### src/rtl/sa_row_feeder.sv
`default_nettype none
// ============================================================================
// sa_row_feeder : buffers NROWS rows and streams them into the GF(2) elimination array
// Revision      : 1.0
// ============================================================================
module sa_row_feeder #(
    parameter int DAT_W   = 4,
    parameter int NROWS   = 4,
    parameter int TIMEOUT = 64
) (
    input  logic             clk,
    input  logic             rst,
    input  logic             wr_valid,
    output logic             wr_ready,
    input  logic [DAT_W-1:0] wr_data,
    input  logic             go,
    output logic             sa_start,
    output logic [DAT_W-1:0] sa_data,
    input  logic             sa_finish,
    input  logic             sa_r_and,
    output logic             done,
    output logic             full_rank,
    output logic             timeout_err,
    output logic             busy
);

    localparam int FILL_W = $clog2(NROWS + 1);
    localparam int IDX_W  = (NROWS > 1) ? $clog2(NROWS) : 1;
    localparam int WCNT_W = $clog2(TIMEOUT + 1);

    typedef enum logic [1:0] {
        S_IDLE   = 2'd0,
        S_STREAM = 2'd1,
        S_WAIT   = 2'd2,
        S_DONE   = 2'd3
    } state_t;

    state_t              state_q, state_d;
    logic [FILL_W-1:0]   fill_q, fill_d;
    logic [IDX_W-1:0]    idx_q, idx_d;
    logic [WCNT_W-1:0]   wcnt_q, wcnt_d;
    logic                finish_seen_q, finish_seen_d;
    logic                full_rank_q, full_rank_d;
    logic                timeout_err_q, timeout_err_d;
    logic                sa_start_q, sa_start_d;
    logic [DAT_W-1:0]    sa_data_q, sa_data_d;
    logic                done_q, done_d;
    logic                busy_q, busy_d;
    logic                wr_ready_q, wr_ready_d;
    logic                wr_en;
    logic [IDX_W-1:0]    w_wr_idx;
    logic [IDX_W-1:0]    w_idx_nxt;
    logic [DAT_W-1:0]    rows_q [0:NROWS-1];

    assign w_wr_idx  = fill_q[IDX_W-1:0];
    assign w_idx_nxt = idx_q + IDX_W'(1);

    always_comb begin
        state_d       = state_q;
        fill_d        = fill_q;
        idx_d         = idx_q;
        wcnt_d        = wcnt_q;
        finish_seen_d = finish_seen_q;
        full_rank_d   = full_rank_q;
        timeout_err_d = timeout_err_q;
        sa_start_d    = 1'b0;
        sa_data_d     = '0;
        done_d        = 1'b0;
        wr_en         = 1'b0;

        case (state_q)
            S_IDLE: begin
                if (wr_valid && wr_ready_q) begin
                    wr_en  = 1'b1;
                    fill_d = fill_q + FILL_W'(1);
                end
                // Only the pre-edge fill counts, so a same-cycle 4th write cannot launch.
                if (go && (fill_q == FILL_W'(NROWS))) begin
                    state_d       = S_STREAM;
                    idx_d         = '0;
                    finish_seen_d = 1'b0;
                    full_rank_d   = 1'b0;
                    timeout_err_d = 1'b0;
                    sa_start_d    = 1'b1;
                    sa_data_d     = rows_q[0];
                end
            end
            S_STREAM: begin
                if (sa_finish && !finish_seen_q) begin
                    finish_seen_d = 1'b1;
                    full_rank_d   = sa_r_and;
                end
                if (idx_q == IDX_W'(NROWS - 1)) begin
                    if (finish_seen_q || sa_finish) begin
                        state_d = S_DONE;
                        done_d  = 1'b1;
                    end else begin
                        state_d = S_WAIT;
                        wcnt_d  = '0;
                    end
                end else begin
                    idx_d     = w_idx_nxt;
                    sa_data_d = rows_q[w_idx_nxt];
                end
            end
            S_WAIT: begin
                // A finish on the timeout cycle takes priority over the abort.
                if (sa_finish) begin
                    finish_seen_d = 1'b1;
                    full_rank_d   = sa_r_and;
                    state_d       = S_DONE;
                    done_d        = 1'b1;
                end else if (wcnt_q == WCNT_W'(TIMEOUT - 1)) begin
                    timeout_err_d = 1'b1;
                    full_rank_d   = 1'b0;
                    state_d       = S_DONE;
                    done_d        = 1'b1;
                end else begin
                    wcnt_d = wcnt_q + WCNT_W'(1);
                end
            end
            S_DONE: begin
                fill_d  = '0;
                state_d = S_IDLE;
            end
            default: state_d = S_IDLE;
        endcase

        busy_d     = (state_d == S_STREAM) || (state_d == S_WAIT);
        wr_ready_d = (state_d == S_IDLE) && (fill_d < FILL_W'(NROWS));
    end

    always_ff @(posedge clk) begin
        if (rst) begin
            state_q       <= S_IDLE;
            fill_q        <= '0;
            idx_q         <= '0;
            wcnt_q        <= '0;
            finish_seen_q <= 1'b0;
            full_rank_q   <= 1'b0;
            timeout_err_q <= 1'b0;
            sa_start_q    <= 1'b0;
            sa_data_q     <= '0;
            done_q        <= 1'b0;
            busy_q        <= 1'b0;
            wr_ready_q    <= 1'b1;
        end else begin
            state_q       <= state_d;
            fill_q        <= fill_d;
            idx_q         <= idx_d;
            wcnt_q        <= wcnt_d;
            finish_seen_q <= finish_seen_d;
            full_rank_q   <= full_rank_d;
            timeout_err_q <= timeout_err_d;
            sa_start_q    <= sa_start_d;
            sa_data_q     <= sa_data_d;
            done_q        <= done_d;
            busy_q        <= busy_d;
            wr_ready_q    <= wr_ready_d;
        end
    end

    // Row storage is deliberately left unreset; fill alone defines validity.
    always_ff @(posedge clk) begin
        if (wr_en && !rst) begin
            rows_q[w_wr_idx] <= wr_data;
        end
    end

    assign wr_ready    = wr_ready_q;
    assign sa_start    = sa_start_q;
    assign sa_data     = sa_data_q;
    assign done        = done_q;
    assign full_rank   = full_rank_q;
    assign timeout_err = timeout_err_q;
    assign busy        = busy_q;

endmodule
`default_nettype wire

### config.mk
export PLATFORM = sky130hd
export DESIGN_NAME = sa_row_feeder
export DESIGN_NICKNAME = d
export VERILOG_FILES = /design/src/rtl/sa_row_feeder.sv
export SDC_FILE = /design/constraint.sdc
export NUM_CORES = 1
export LEC_CHECK = 0
export ABC_AREA = 0
export CORE_MARGIN = 2
export CORE_UTILIZATION = 60
export DETAILED_ROUTE_END_ITERATION = 6
export PLACE_DENSITY_LB_ADDON = 0.12
export SLEW_MARGIN = 15
export SYNTH_ARGS = -nofsm -noshare
export SYNTH_HDL_FRONTEND = slang
export SYNTH_SLANG_ARGS = --single-unit
### constraint.sdc
create_clock -name clk -period 4.1 [get_ports clk]
set_input_delay 0.82 -clock clk [delete_from_list [all_inputs] [get_ports clk]]
set_output_delay 0.82 -clock clk [all_outputs]
set_load 0.01 [all_outputs]
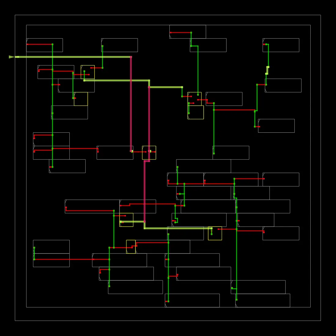
run_1/clocks.png
Num CTS Buffers: 5
skew final: 2.16 ps
number of flip-flops and latches: 41
worst-skew pair later-pin latency: 350 ps
clock buffers: 5

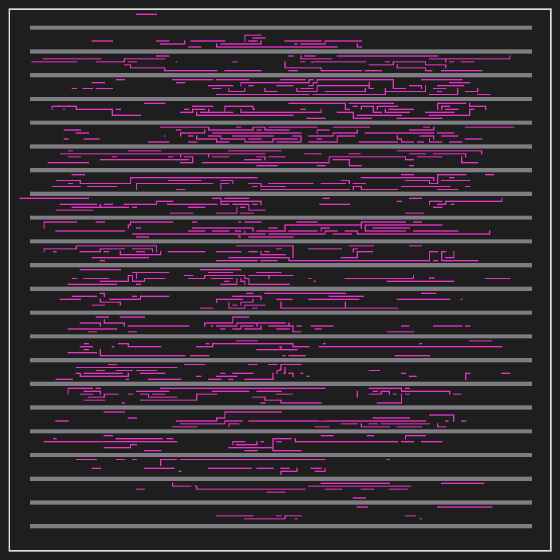
run_1/layer_met1.png
Supply wires on this layer in gray.
206 nets have wire on it. The layer holds 44% of the routed length. The layer carries 1750 um of wire. The wires run mostly horizontal.
total number of vias: 1501
total wire length: 3960 um
routing usage on met1: 31.9%

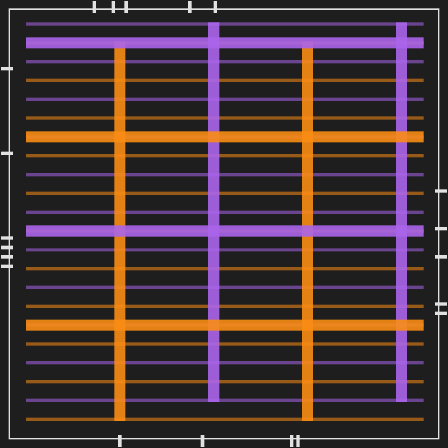
run_1/power_grid.png
Pins as bars on the die edge.
Key: orange = VSS; purple = VDD
4 straps on met4. 22 met1 rails follow the rows. 20 signal pins sit on the boundary. 4 straps on met5.

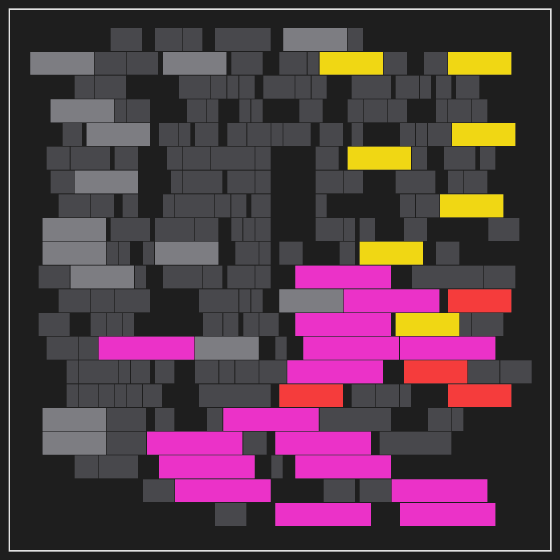
run_1/flops_by_reg.png
Other sequential cells in the stronger gray, the rest of the logic in the fainter gray.
Key: magenta = `rows_q` [placed flops 16]; red = `sa_data` [placed flops 4]; yellow = `wcnt_q` [placed flops 7]
Another 14 sequential cells are not colored.
Sequential Power: 0.507 mW
fin util: 69.2%
Reg area: 981 sq um
Seq/total area: 43.2%

==> run 1: Yosys cell counts (all sizes together) (4+ instances only) <==
| cell | n | share of area [%] |
|---|---|---|
| nand2 | 8 | 1.5 |
| ha | 12 | 7.5 |
| a22oi | 5 | 1.9 |
| nand3 | 8 | 2.2 |
| nand2b | 7 | 2.6 |
| and2 | 4 | 1.2 |
| or4 | 4 | 1.5 |
| nor2 | 15 | 2.9 |
| edfxtp | 16 | 24 |
| dfxtp | 25 | 25 |
| inv | 13 | 2.4 |
| a21oi | 14 | 3.5 |
| buf | 6 | 2.0 |
| o31ai | 5 | 1.9 |
| o21ai | 6 | 1.5 |
| mux4 | 4 | 4.5 |
==> run 1: state kept, by name, summed over array words and instances (netlist names), 2 cells and up <==
name     count
fill_q       3
idx_q        2
rows_q      16
sa_data      4
state_q      2
wcnt_q       7
==> run 1: tightest hold or removal path, stage by stage, from the launching register on <==
cell      delay (ps)
dfxtp_1          330
nand2b_1          60
mux2i_1           60
==> run 1: path summary, 6_finish.rpt <==
path | endpoint | slack (ps) | depth (start not counted)
max | busy | 1590 | 6
min | full_rank | 490 | 2
max reg2reg | busy | 1590 | 6
min reg2reg | full_rank | 490 | 2
==> run 1: cell type report <==
type                    instances  area share, %
flip-flops and latches         41           43.2
clock inverters                 3          0.936
repair buffers                 20           8.70
clock buffers                   5           1.65
multi-input cells             126           40.9
inverters                      13           2.15
well taps                      46           2.53
==> run 1: cell families after synthesis <==
logic type | Yosys count | synth area share [%]
and+or+nand+nor | 58 | 16.1
AOI/OAI and AO/OA | 49 | 16.6
adders and majority gates | 12 | 7.47
DFF | 41 | 48.8
buffers and inverters | 22 | 4.98
muxes | 7 | 6.04
==> run 1: power breakdown <==
part,switching [mW],internal [mW]
clock network,0.139,0.0679
logic,0.237,0.176
registers,0.0386,0.469
total,0.415,0.713
==> run 1: stage by stage <==
| stage | power [mW] | hold slack [ps] | utilization, % | setup WS (ps) |
|---|---|---|---|---|
| after floorplan | 0.819 | 454 | - | 1930 |
| after global placement | 0.911 | 463 | 67.4 | 1420 |
| after detailed placement | 0.929 | 477 | 67.4 | 1350 |
| after CTS | 1.13 | 495 | 69.2 | 1580 |
| after global routing | 1.21 | 516 | 69.2 | 1420 |
| final | 1.13 | 488 | 69.2 | 1590 |
==> run 1: per-layer routing <==
layer	vias to the layer above	share of wire, %
met3	10	4.4
li1	739	-
met5	-	0
met4	0	1.9
met2	32	49
met1	720	44
==> flow_metrics.tcl, run 1 <==
# collected from the flow reports
set metrics [dict create \
    status "finished, final reports clean" \
    ys_async_sr_fraction_pct 0 \
    wire_per_inst_um 15.6 \
    critPathKind "register to register" \
    synthCells 189 \
    path_common_cell "ha_1" \
    ys_seq_elements 41 \
    finalHoldViolations 0 \
    hold_buffers 0 \
    fp_nets 211 \
    num_io_pins 20 \
    post-route-min-period_ps 2510 \
    critPathSlowestCell "dfxtp_1" \
    place_area_sq_um 2210 \
    critPathCaptureType "register" \
    drcViolationCount 0 \
    rsz0062_at_grt "false" \
    maxCapViolations 0 \
    cp_num_buf_inv 0 \
    portBuffers 19 \
    slew_viol_final 0 \
    die_x_um 61.9 \
    grt_pass1_vias 1387 \
    mi_logic_area_sq_um 928 \
    cts_tree "yes" \
    fp_util_pct 61.2 \
    r2r_start "idx_q[0]" \
    syn_area_sq_um 2010 \
    cp_max_fo 9 \
    ys_types 46 \
    cts_setup_buffers 0 \
    worstPathRequired_ps 4330 \
    worstMarginPinSlew_ps 735 \
    post-place-cells 246 \
    die_h_um 61.9 \
    synth-cells-yosys 189 \
    syn_to_final_growth_pct 13.1 \
    power_density_nw_per_um2 496 \
    avgSynthCellArea_sq_um 10.6 \
    chipArea_sq_um 3830 \
    yosys_warnings 0 \
    grt-busiest-layer "met2" \
    p_leak_nw 0.784 \
    cts_resized 0 \
    ys_seq_share_pct 48.8 \
    antenna_found_initial 0 \
    max_slew_margin_pct 50.8 \
    fin_crit_sh_pct 61.3 \
    antenna_cells 0 \
    stdcell_count 254 \
    yosys-stat-area_sq_um 2010 \
    drtPass1Iterations 4 \
    h-tree-depth 2 \
    drt-initial-drc-count 85 \
    clock_sinks 41 \
    layout_top_cell "dfxtp_1" \
    grt_usage_pct 23.1 \
    setup-tns-final_ps 0 \
    design_area_sq_um 2270 \
    layout-drive-gt1-share_pct 10.6 \
    viasPerCell 5.91 \
    edf_count 16 \
    crit_chain "ha_1 > and2b_1 > o21a_1 > o41ai_1 > ha_1 > nor2b_1" \
    overflow 0 \
    mostFrequentLayoutCells "dfxtp_1 (25), clkdlybuf4s50_1 (19), edfxtp_1 (16), a21oi_1 (14), nor2_1 (14)" \
    grt_pass1_wl_um 6360 \
    gp_congestion 0.871 \
    grt_util_met3_pct 5.38 \
    fp.coreArea_sq_um 3280 \
    setup_viol 0 \
    synth_top_flop_cell "dfxtp_1" \
    path_delay_family "adder cells" \
    startpoint_type "register" \
    startpoint "idx_q[0]" \
    gr-usage-met2_pct 35.8 \
    grt_max_degree 22 \
    cts_root_buf "clkbuf_4" \
    rows 21 \
    cpPeakStageDelay_ps 590 \
    final_nets 229 \
    clk_pin_slew_ps 120 \
    fillers 247 \
    clockBufferDepth 2 \
    ant_nets 0 \
    max_freq_ghz 0.398 \
    min_path_type "register to register" \
    warnings 33 \
    worstPathArrival_ps 2740 \
    hold_start "full_rank" \
    vdd_drop_max_v 0.000341 \
    hpwl_um 2830 \
]
--- run 2 (diff from run 1) ---
CORE_UTILIZATION = 50   (was 60)
clock period = 2.1 ns   (was 4.1 ns; I/O delays follow)
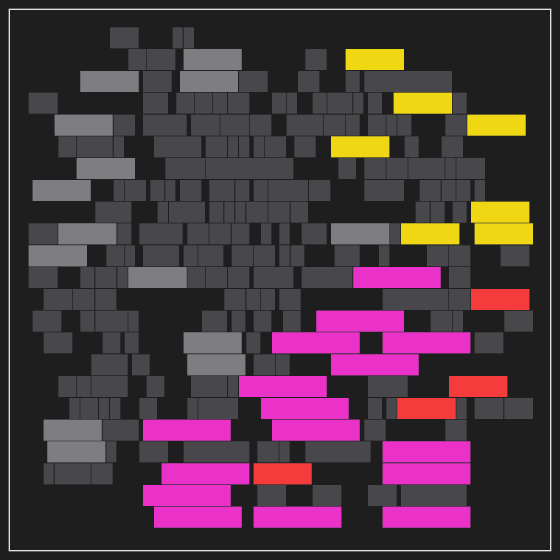
run_2/flops_by_reg.png
Other sequential cells in the stronger gray, the rest of the logic in the fainter gray.
Key: magenta = `rows_q` [placed flops 16]; red = `sa_data` [placed flops 4, where bottom right]; yellow = `wcnt_q` [placed flops 7, where top right]
Another 14 sequential cells are not colored.

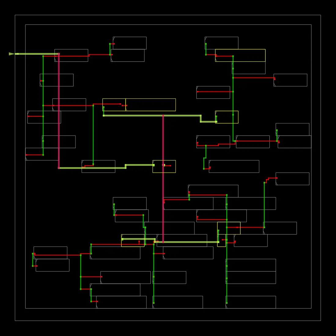
run_2/clocks.png
clock network power: 0.739 mW
clock sink count: 41

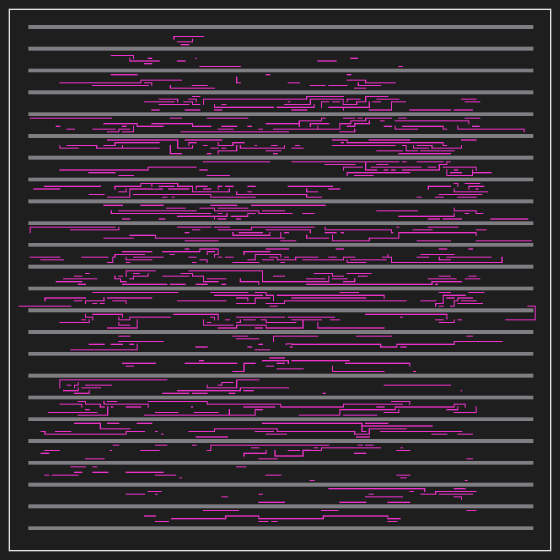
run_2/layer_met1.png
Supply wires on this layer in gray.
The wires run mostly horizontal. The longest straight run is 16.1 um.
total number of vias: 1548
total wire length: 4220 um
routing usage on met1: 25.9%

==> flow_metrics.tcl, run 2 <==
# collected from the flow reports
set metrics [dict create \
    vdd_drop_max_v 0.000677 \
    ys_seq_elements 41 \
    pwr-share-comb_pct 35.4 \
    setup-tns-final_ps 0 \
    cts_made_buffers 5 \
    ys_top_cells_by_area "dfxtp_1 (25%), edfxtp_1 (24%), ha_1 (7.5%), mux4_2 (4.5%), a21oi_1 (3.5%)" \
    slew_viol_final 0 \
    power.internal_mw 1.82 \
    status "finished, final reports clean" \
    cts_tree "yes" \
    r2r_cells 5 \
    synthXorXnorAreaFrac_pct 0 \
    fin_worst_skew_ps 2.38 \
    pre_cts_slack_ps -9.88 \
    finalHoldViolations 0 \
    simple_gate_area_share_pct 16.1 \
    ys_types 46 \
    fp.coreArea_sq_um 3940 \
    viasPerCell 5.69 \
    critPathKind "register to register" \
    design_area_sq_um 2470 \
    cts_resized 0 \
    post-route-min-period_ps 1980 \
    grt_pass1_vias 1456 \
    layout_top_cell "dfxtp_1" \
    synthCells 189 \
    warnings 33 \
    rows 23 \
    cpPeakStageDelay_ps 400 \
    chipArea_sq_um 4540 \
    critPathCaptureType "register" \
    worstPathArrival_ps 1960 \
    setup_viol 0 \
    crit_chain "inv_1 > ha_1 > nand3_1 > nor2_1 > and2_1" \
    drt-initial-drc-count 89 \
    fp_util_pct 51.0 \
    regArea_sq_um 981 \
    stdcell_count 272 \
    largest_reg_flops 16 \
    ys_sh_aoi_pct 16.6 \
    max_slew_margin_pct 74.5 \
    fp_nets 211 \
    wire_per_inst_um 15.5 \
    yosysTopAreaCellShare_pct 24.9 \
    max_freq_ghz 0.506 \
    synth_top_flop_cell "dfxtp_1" \
    hold_depth 2 \
    mostFrequentLayoutCells "dfxtp_1 (25), clkdlybuf4s50_1 (19), edfxtp_1 (16), buf_4 (15)" \
    regMostFlops "rows_q" \
    antenna_cells 0 \
    fillers 306 \
    place_area_sq_um 2320 \
    final_nets 243 \
    synth.mux.area_fraction_pct 6.04 \
    num_io_pins 20 \
    power.share.sequential_pct 36.9 \
    topCombFamilyByArea "AND-OR/OR-AND gates" \
    power_density_nw_per_um2 1080 \
    p_total_mw 2.67 \
    ant_nets 0 \
    clock_latency_ps 290 \
    holdWs_ps 484 \
    synthTopCellsByCount "dfxtp_1 (25), edfxtp_1 (16), a21oi_1 (14), nor2_1 (14), inv_1 (13)" \
    mi_logic_area_sq_um 941 \
    antenna_found_initial 0 \
    ys_async_sr_fraction_pct 0 \
    h-tree-depth 2 \
    critPathSlowestCell "ha_1" \
    drtPass1Iterations 4 \
    ys_sh_adder_pct 7.47 \
    synth-cells-yosys 189 \
    cts_setup_buffers 0 \
    pwr-share-clk_pct 27.7 \
    grt_pass1_wl_um 6870 \
    avgSynthCellArea_sq_um 10.6 \
    post-place-cells 264 \
    synth.most_common_cell "dfxtp_1" \
    hold_buffers 0 \
    worstMarginPinSlew_ps 380 \
    edf_count 16 \
    portBuffers 19 \
]
## run 2: cell counts after synthesis
Identical to the previous run, type by type.
## run 2: path summary, 6_finish.rpt
check        slack, ps            to        start
min reg2reg        480   timeout_err  timeout_err
max reg2reg        120  rows_q[0][1]   state_q[0]
max                120  rows_q[0][1]   state_q[0]
min                480   timeout_err  timeout_err
## run 2: layout make-up
type	instances	share of cell area, %
tap	50	2.53
timing repair buffer	34	12.3
sequential	41	39.7
clock buffer	5	2.79
multi-input combinational	126	38.1
inverter	13	1.98
clock inverter	3	2.63
## run 2: power groups by stage
stage               registers, mW  logic (mW)  clock network (mW)
finish                      0.984       0.945               0.739
CTS                         0.982       0.923               0.748
global route                0.992        1.05               0.784
detailed placement          0.999       0.913                   0
floorplan                   0.999       0.600                   0
global placement            0.995       0.886                   0
## run 2: cell families (layout without fill, tap and decap cells)
family                   after synthesis  count (layout)
flip-flops                            41              41
AND/OR/NAND/NOR                       58              58
multiplexers                           7               7
buffers and inverters                 22              55
AND-OR/OR-AND                         49              49
adder cells (fa/ha/maj)               12              12
## run 2: critical path, delay by kind of cell, from the launching register on
kind / cells / cell delay, ps
adder cells (fa/ha/maj): 1 / 400
buffers and inverters: 1 / 120
flip-flops: 1 / 360
AND/OR/NAND/NOR: 3 / 780
## run 2: layer usage
| metal | part of all wire, % | wire length (um) | vias to the layer above | global-route usage (%) |
|---|---|---|---|---|
| li1 | - | - | 764 | - |
| met1 | 45 | 1880 | 735 | 25.9 |
| met2 | 48 | 2040 | 42 | 34.7 |
| met3 | 4.8 | 204 | 7 | 5.67 |
| met4 | 2.1 | 88 | 0 | 8.16 |
| met5 | 0 | 0 | - | 0 |
--- run 3 (diff from run 2) ---
CORE_MARGIN = not set   (was 2)
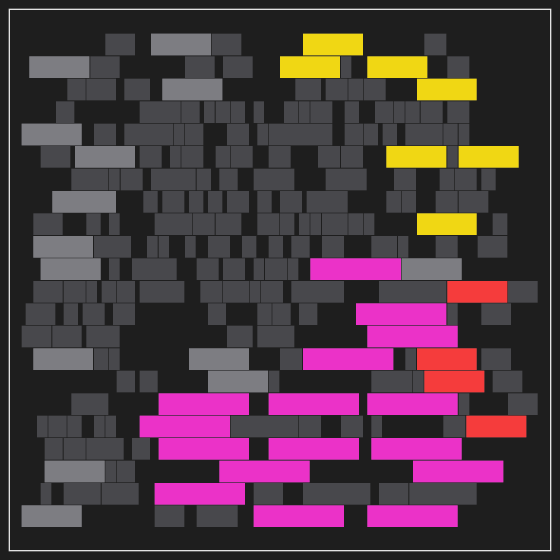
run_3/flops_by_reg.png
Other sequential cells in the stronger gray, the rest of the logic in the fainter gray.
Key: magenta = `rows_q` [placed flops 16]; red = `sa_data` [placed flops 4]; yellow = `wcnt_q` [placed flops 7, where top right]

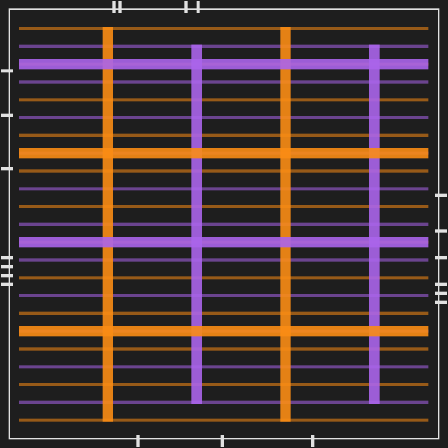
run_3/power_grid.png
Pins as bars on the die edge.
Key: orange = VSS; purple = VDD
The core has 22 rows. 20 signal pins sit on the boundary. 23 met1 rails follow the rows. 4 straps on met4. 4 straps on met5.
maximum vdd ir drop: 0.000602 V
die height: 65.4 um
core area: 3740 sq um
Die Wd: 65.4 um

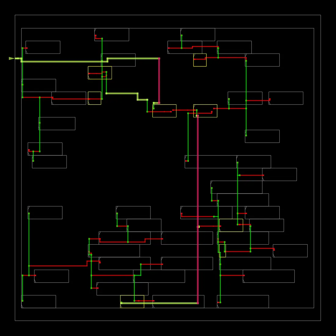
run_3/clocks.png
worst-skew pair later-pin latency: 290 ps
clock buffers: 6
skew final: 8.09 ps
clock network power: 0.501 mW

==> flow_metrics.tcl, run 3 <==
# collected from the flow reports
set metrics [dict create \
    worstPathArrival_ps 2180 \
    min_path_type "register to register" \
    largest_area_cell "dfxtp_1" \
    hold_buffers 0 \
    chipArea_sq_um 4280 \
    viasPerCell 5.72 \
    rows 22 \
    num_io_pins 20 \
    synthXorXnorAreaFrac_pct 0 \
    simple_gate_area_share_pct 16.1 \
    avgSynthCellArea_sq_um 10.6 \
    critPathKind "register to register" \
    gr-usage-met2_pct 35.3 \
    yosysTopAreaCellShare_pct 24.9 \
    layout-drive-gt1-share_pct 17.3 \
    ys_top_cells_by_area "dfxtp_1 (25%), edfxtp_1 (24%), ha_1 (7.5%), mux4_2 (4.5%), a21oi_1 (3.5%)" \
    startpoint_type "register" \
    ys_sh_adder_pct 7.47 \
    critPathCaptureType "register" \
    fin_crit_sh_pct 92.9 \
    clock_sinks 41 \
    gp_congestion 0.834 \
    cp_max_fo 10 \
    synth.most_common_cell "dfxtp_1" \
    stdcell_count 268 \
    p_leak_nw 0.849 \
    fp_nets 211 \
    status "finished, final reports clean" \
    regMostFlops "rows_q" \
    drt-initial-drc-count 125 \
    drcViolationCount 0 \
    power_density_nw_per_um2 1000 \
    fp_util_pct 53.7 \
    topCombFamilyByArea "AND-OR/OR-AND gates" \
    antenna_found_initial 0 \
    synthTopCellsByCount "dfxtp_1 (25), edfxtp_1 (16), a21oi_1 (14), nor2_1 (14), inv_1 (13)" \
    max_slew_margin_pct 72.1 \
    hpwl_um 3000 \
    hold_depth 2 \
    post-route-min-period_ps 1950 \
    largest_reg_flops 16 \
    synthCells 189 \
    p_total_mw 2.43 \
    rsz0062_at_grt "false" \
    r2r_start "state_q[0]" \
    r2r_cells 6 \
    clockBufferDepth 2 \
    wl_um 3970 \
    synth_top_flop_cell "dfxtp_1" \
    fillers 334 \
    cts_made_buffers 5 \
    overflow 0 \
    drtPass1Iterations 4 \
    warnings 33 \
    clk_pin_slew_ps 80 \
    ant_nets 0 \
    final_nets 241 \
    portBuffers 19 \
    syn_area_sq_um 2010 \
    syn_to_final_growth_pct 20.4 \
    worstPathRequired_ps 2320 \
    layout_top_cell "dfxtp_1" \
    grt_max_degree 18 \
    synth.mux.area_fraction_pct 6.04 \
    ys_seq_share_pct 48.8 \
    yosys-stat-area_sq_um 2010 \
    ys_types 46 \
    ys_seq_elements 41 \
]
[run 3: cell counts after synthesis]
No cell type changed its count.
[run 3: cell type report]
cell class / instances / area [sq um] / share of cell area (%)
inverter: 13 / 48.8 / 2.02
timing repair buffer: 32 / 288 / 11.9
clock inverter: 2 / 15.0 / 0.621
clock buffer: 6 / 72.6 / 3.00
tap: 48 / 60.1 / 2.48
multi-input combinational: 126 / 952 / 39.4
sequential: 41 / 982 / 40.6
[run 3: metal layers]
layer | wire length, um | up-vias
li1 | - | 757
met1 | 1820 | 735
met2 | 1940 | 33
met3 | 152 | 7
met4 | 58 | 0
met5 | 0 | -
[run 3: critical path, stage by stage, from the launching register on]
cell and delay [ps]:
dfxtp_1 410, ha_2 250, buf_4 170, nor2_2 60
a211o_4 360, or4_1 480, a21oi_1 150
[run 3: worst max path at each step]
| stage | from | to | slack, ps | depth (start not counted) |
|---|---|---|---|---|
| floorplan | state_q[1] | busy | 90 | 8 |
| global placement | sa_finish | busy | -40 | 6 |
| detailed placement | sa_finish | busy | -90 | 6 |
| CTS | state_q[0] | busy | 50 | 7 |
| global route | state_q[0] | timeout_err | 40 | 7 |
| finish | state_q[0] | wcnt_q[3] | 150 | 6 |
[run 3: timing repair]
item                                    in CTS  in global routing
endpoints found under the setup margin       0                  3
resized                                      0                  6
hold endpoints to repair                     0                  0
buffers inserted                             0                  0
[run 3: kinds of logic (layout without fill, tap and decap cells)]
family,count (synthesis),after routing
muxes,7,7
buffers and inverters,22,53
and+or+nand+nor,58,58
DFF,41,41
adders and majority gates,12,12
AOI/OAI and AO/OA,49,49
[run 3: power by group]
group | leakage, nW | internal (mW) | switching, mW
Sequential | 0.348 | 0.917 | 0.0665
Clock | 0.0374 | 0.234 | 0.267
Combinational | 0.463 | 0.439 | 0.504
[run 3: metrics by stage]
| stage | hold slack, ps | setup slack (ps) | setup TNS [ps] | utilization (%) | area [sq um] |
|---|---|---|---|---|---|
| 2_1_floorplan | 454 | 87.2 | 0 | - | 2010 |
| 3_3_place_gp | 463 | -35.9 | -35.9 | 61.6 | 2310 |
| 3_5_place_dp | 467 | -89.8 | -89.8 | 61.6 | 2310 |
| 4_1_cts | 479 | 45.4 | 0 | 63.9 | 2390 |
| 5_1_grt | 514 | 38.3 | 0 | 64.6 | 2420 |
| 6_report | 475 | 149 | 0 | 64.6 | 2420 |
No activity file was given, so power comes from the tool's default toggle rates.
